==> images/drive_strength.png <==
Scale bar: 20 um.
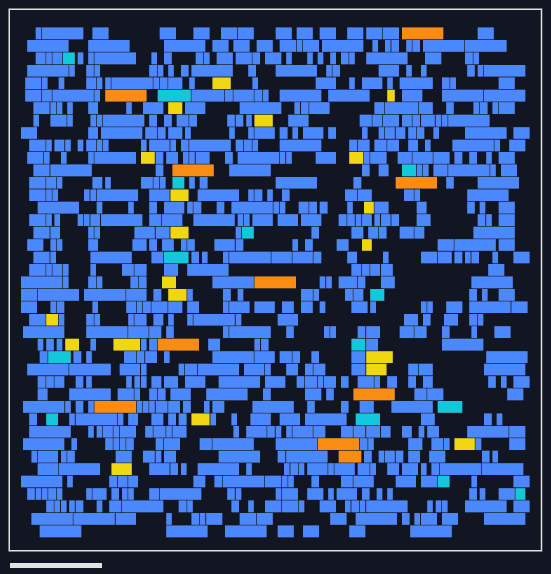
==> images/final_clocks.png <==
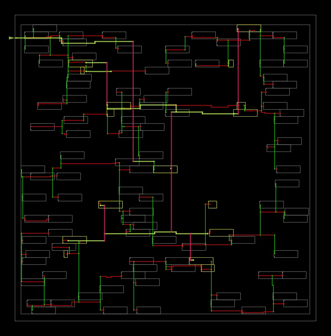
**src/rtl/div_check_pkg.sv**
```systemverilog
// Shared widths, FSM state encoding and helpers for the divider result checker.
package div_check_pkg;

  localparam int DIV_W  = 8;
  localparam int PROD_W = 2 * DIV_W;

  typedef enum logic [1:0] {
    IDLE = 2'd0,
    MUL  = 2'd1,
    FIN  = 2'd2
  } state_t;

  function automatic logic [PROD_W-1:0] abs_diff(input logic [PROD_W-1:0] a,
                                                 input logic [PROD_W-1:0] b);
    return (a >= b) ? (a - b) : (b - a);
  endfunction

endpackage

```
**src/rtl/divider_result_recomposer_shift_add_step.sv**
```systemverilog
// One radix-2 shift-add iteration: add the shifted divisor when the quotient LSB is set.
module shift_add_step #(
  parameter int W = 16
) (
  input  logic [W-1:0] acc,
  input  logic [W-1:0] d_sh,
  input  logic         q_lsb,
  output logic [W-1:0] acc_next
);

  // Worst-case sum stays below 2^W, so the carry-out is dropped.
  assign acc_next = q_lsb ? (acc + d_sh) : acc;

endmodule

```
**src/rtl/divider_result_recomposer.sv**
```systemverilog
// Rebuilds the dividend as q*d+r over WIDTH shift-add cycles and compares it to n_ref.
//
// state | meaning
// IDLE  | waiting for start; results hold their last values
// MUL   | one shift-add iteration per edge, WIDTH edges total
// FIN   | register n_out/mismatch/abs_err and pulse done
module divider_result_recomposer
  import div_check_pkg::*;
#(
  parameter int WIDTH = DIV_W
) (
  input  logic                 clk,
  input  logic                 rst,
  input  logic                 start,
  input  logic [WIDTH-1:0]     q,
  input  logic [WIDTH-1:0]     d,
  input  logic [WIDTH-1:0]     r,
  input  logic [2*WIDTH-1:0]   n_ref,
  output logic                 busy,
  output logic                 done,
  output logic [2*WIDTH-1:0]   n_out,
  output logic                 mismatch,
  output logic [2*WIDTH-1:0]   abs_err
);

  localparam int PW = 2 * WIDTH;
  localparam int CW = (WIDTH > 1) ? $clog2(WIDTH) : 1;
  localparam logic [CW-1:0] CNT_LAST = CW'(WIDTH - 1);

  state_t          state_q, state_d;
  logic [WIDTH-1:0] q_sh_q, q_sh_d;
  logic [PW-1:0]   d_sh_q, d_sh_d;
  logic [PW-1:0]   acc_q, acc_d, acc_next;
  logic [PW-1:0]   ref_q, ref_d;
  logic [CW-1:0]   cnt_q, cnt_d;
  logic            busy_q, busy_d;
  logic            done_q, done_d;
  logic [PW-1:0]   n_out_q, n_out_d;
  logic            mismatch_q, mismatch_d;
  logic [PW-1:0]   abs_err_q, abs_err_d;

  shift_add_step #(.W(PW)) u_step (
    .acc      (acc_q),
    .d_sh     (d_sh_q),
    .q_lsb    (q_sh_q[0]),
    .acc_next (acc_next)
  );

  always_comb begin
    state_d    = state_q;
    q_sh_d     = q_sh_q;
    d_sh_d     = d_sh_q;
    acc_d      = acc_q;
    ref_d      = ref_q;
    cnt_d      = cnt_q;
    busy_d     = busy_q;
    done_d     = 1'b0;
    n_out_d    = n_out_q;
    mismatch_d = mismatch_q;
    abs_err_d  = abs_err_q;
    case (state_q)
      IDLE: begin
        busy_d = 1'b0;
        if (start) begin
          q_sh_d  = q;
          d_sh_d  = {{WIDTH{1'b0}}, d};
          ref_d   = n_ref;
          acc_d   = {{WIDTH{1'b0}}, r};
          cnt_d   = '0;
          busy_d  = 1'b1;
          state_d = MUL;
        end
      end
      MUL: begin
        // Fixed latency: no early exit once q_sh runs out of ones.
        acc_d  = acc_next;
        q_sh_d = q_sh_q >> 1;
        d_sh_d = d_sh_q << 1;
        cnt_d  = cnt_q + 1'b1;
        if (cnt_q == CNT_LAST) state_d = FIN;
      end
      FIN: begin
        n_out_d    = acc_q;
        mismatch_d = (acc_q != ref_q);
        abs_err_d  = abs_diff(acc_q, ref_q);
        done_d     = 1'b1;
        state_d    = IDLE;
      end
      default: state_d = IDLE;
    endcase
  end

  always_ff @(posedge clk or posedge rst) begin
    if (rst) begin
      state_q    <= IDLE;
      q_sh_q     <= '0;
      d_sh_q     <= '0;
      acc_q      <= '0;
      ref_q      <= '0;
      cnt_q      <= '0;
      busy_q     <= 1'b0;
      done_q     <= 1'b0;
      n_out_q    <= '0;
      mismatch_q <= 1'b0;
      abs_err_q  <= '0;
    end else begin
      state_q    <= state_d;
      q_sh_q     <= q_sh_d;
      d_sh_q     <= d_sh_d;
      acc_q      <= acc_d;
      ref_q      <= ref_d;
      cnt_q      <= cnt_d;
      busy_q     <= busy_d;
      done_q     <= done_d;
      n_out_q    <= n_out_d;
      mismatch_q <= mismatch_d;
      abs_err_q  <= abs_err_d;
    end
  end

  assign busy     = busy_q;
  assign done     = done_q;
  assign n_out    = n_out_q;
  assign mismatch = mismatch_q;
  assign abs_err  = abs_err_q;

endmodule

```
**config.mk**
```make
export PLATFORM = sky130hd
export DESIGN_NAME = divider_result_recomposer
export DESIGN_NICKNAME = d
export VERILOG_FILES = /design/src/rtl/div_check_pkg.sv /design/src/rtl/divider_result_recomposer_shift_add_step.sv /design/src/rtl/divider_result_recomposer.sv
export SDC_FILE = /design/constraint.sdc
export NUM_CORES = 1
export LEC_CHECK = 0
export CAP_MARGIN = 20
export CORE_AREA = 2 2 114 116
export CTS_CLUSTER_SIZE = 14
export DETAILED_ROUTE_END_ITERATION = 7
export DIE_AREA = 0 0 116 118
export PLACE_DENSITY_LB_ADDON = 0.12
export SLEW_MARGIN = 25
export SYNTH_ARGS = -nofsm -noshare
export SYNTH_HDL_FRONTEND = slang
export SYNTH_HIERARCHICAL = 1
export SYNTH_SLANG_ARGS = --single-unit
```
**constraint.sdc**
```tcl
create_clock -name clk -period 5.4 [get_ports clk]
set_clock_uncertainty 0.1 [all_clocks]
set_input_delay 0.54 -clock clk [delete_from_list [all_inputs] [get_ports clk]]
set_output_delay 0.54 -clock clk [all_outputs]
set_load 0.005 [all_outputs]
```
==> flow_summary.rst <==
Run summary
-----------

.. list-table::
   :header-rows: 1

   * - Metric
     - Value
   * - Destination of the worst register-to-register timing path
     - abs_err[14]
   * - Met2 capacity usage during global routing
     - 38.3%
   * - Die outline area
     - 13700 um^2
   * - Complex Gates by Area
     - 21.9%
   * - Power consumption
     - 5.74 mW
   * - Startpoint class of the critical path
     - flop
   * - Top achievable clock speed
     - 297 MHz
   * - Logic pwr share
     - 66.2%
   * - Shortest period the worst path allows
     - 3.37 ns
   * - Inverters excl. clock
     - 42
   * - FF+latch area
     - 2400 um^2
   * - VDD IR max
     - 0.374 mV
   * - Outcome
     - finished clean
   * - Fraction of area in multi-input gates
     - 47.8%
   * - Final number of setup-violating endpoints
     - 0
   * - Global-route wire length before repair
     - 26000 um
   * - Number of cell instances on the worst register-to-register path
     - 9
   * - Commonest Layout Cell
     - sky130_fd_sc_hd__nand2_1
   * - Non-filler cells in the finished layout
     - 968
   * - Syn Nets
     - 835
   * - Number of sinks handled by clock tree synthesis
     - 96
   * - Crit path DRT
     - 5.59 ns
   * - Routed wire length
     - 15900 um
   * - Reg power frac
     - 23.2%
   * - Ant. Diodes
     - 0
   * - Yosys top cell area share
     - 38.2%
   * - Fin nets
     - 885
   * - Crit Path Max Fanout
     - 12
   * - Synth Instances
     - 741
   * - Leading post-synthesis cells by cell area
     - sky130_fd_sc_hd__dfrtp_1 (38%), sky130_fd_sc_hd__ha_1 (9.6%), sky130_fd_sc_hd__nand2_1 (8.6%)
   * - Register share after synthesis
     - 38.2%
   * - Core utilization at floorplan
     - 50.6%
   * - Synth unique cells
     - 63
   * - CTS Root Cell
     - sky130_fd_sc_hd__clkbuf_16
   * - Final number of max-transition violations
     - 0
## Picture notes: drive_strength.png
| size | color | cells |
|---|---|---|
| drive 2 | yellow | 20 |
| drive 3 to 4 | cyan | 14 |
| drive 6 and up | orange | 10 |
| drive 1 or less | blue | 752 |
Non-Filler Cell Area, Final: 7390 um^2
synth-to-layout area growth: 17.6%
minimum setup slack in the final design: 2.03 ns
buffer count excluding the clock tree in the final layout: 81

## Picture notes: final_clocks.png
power in the clock group: 0.613 mW
number of buffers inserted during clock tree synthesis: 9
clock buffer count: 12
clock insertion delay at the later pin of the skew report: 0.36 ns
layout sequential cell count: 96

registers in the layout, summed over array words and instances, names as in the netlist:
name,cells
q_sh_q,8
d_sh_q,16
ref_q,16
state_q,2
done,1
n_out,16
cnt_q,3
abs_err,16
busy,1
mismatch,1
acc_q,16
worst max-delay path, stage by stage, from the launching register on:
cell	delay, ns
sky130_fd_sc_hd__dfrtp_1	0.53
sky130_fd_sc_hd__inv_1	0.17
sky130_fd_sc_hd__fa_1	0.48
sky130_fd_sc_hd__nand3b_1	0.21
sky130_fd_sc_hd__a211o_1	0.32
sky130_fd_sc_hd__a2111o_1	0.52
sky130_fd_sc_hd__and2_4	0.24
sky130_fd_sc_hd__a211o_1	0.32
sky130_fd_sc_hd__a311o_1	0.35
sky130_fd_sc_hd__nand3_1	0.07
Power is estimated from default activity; no workload was simulated.
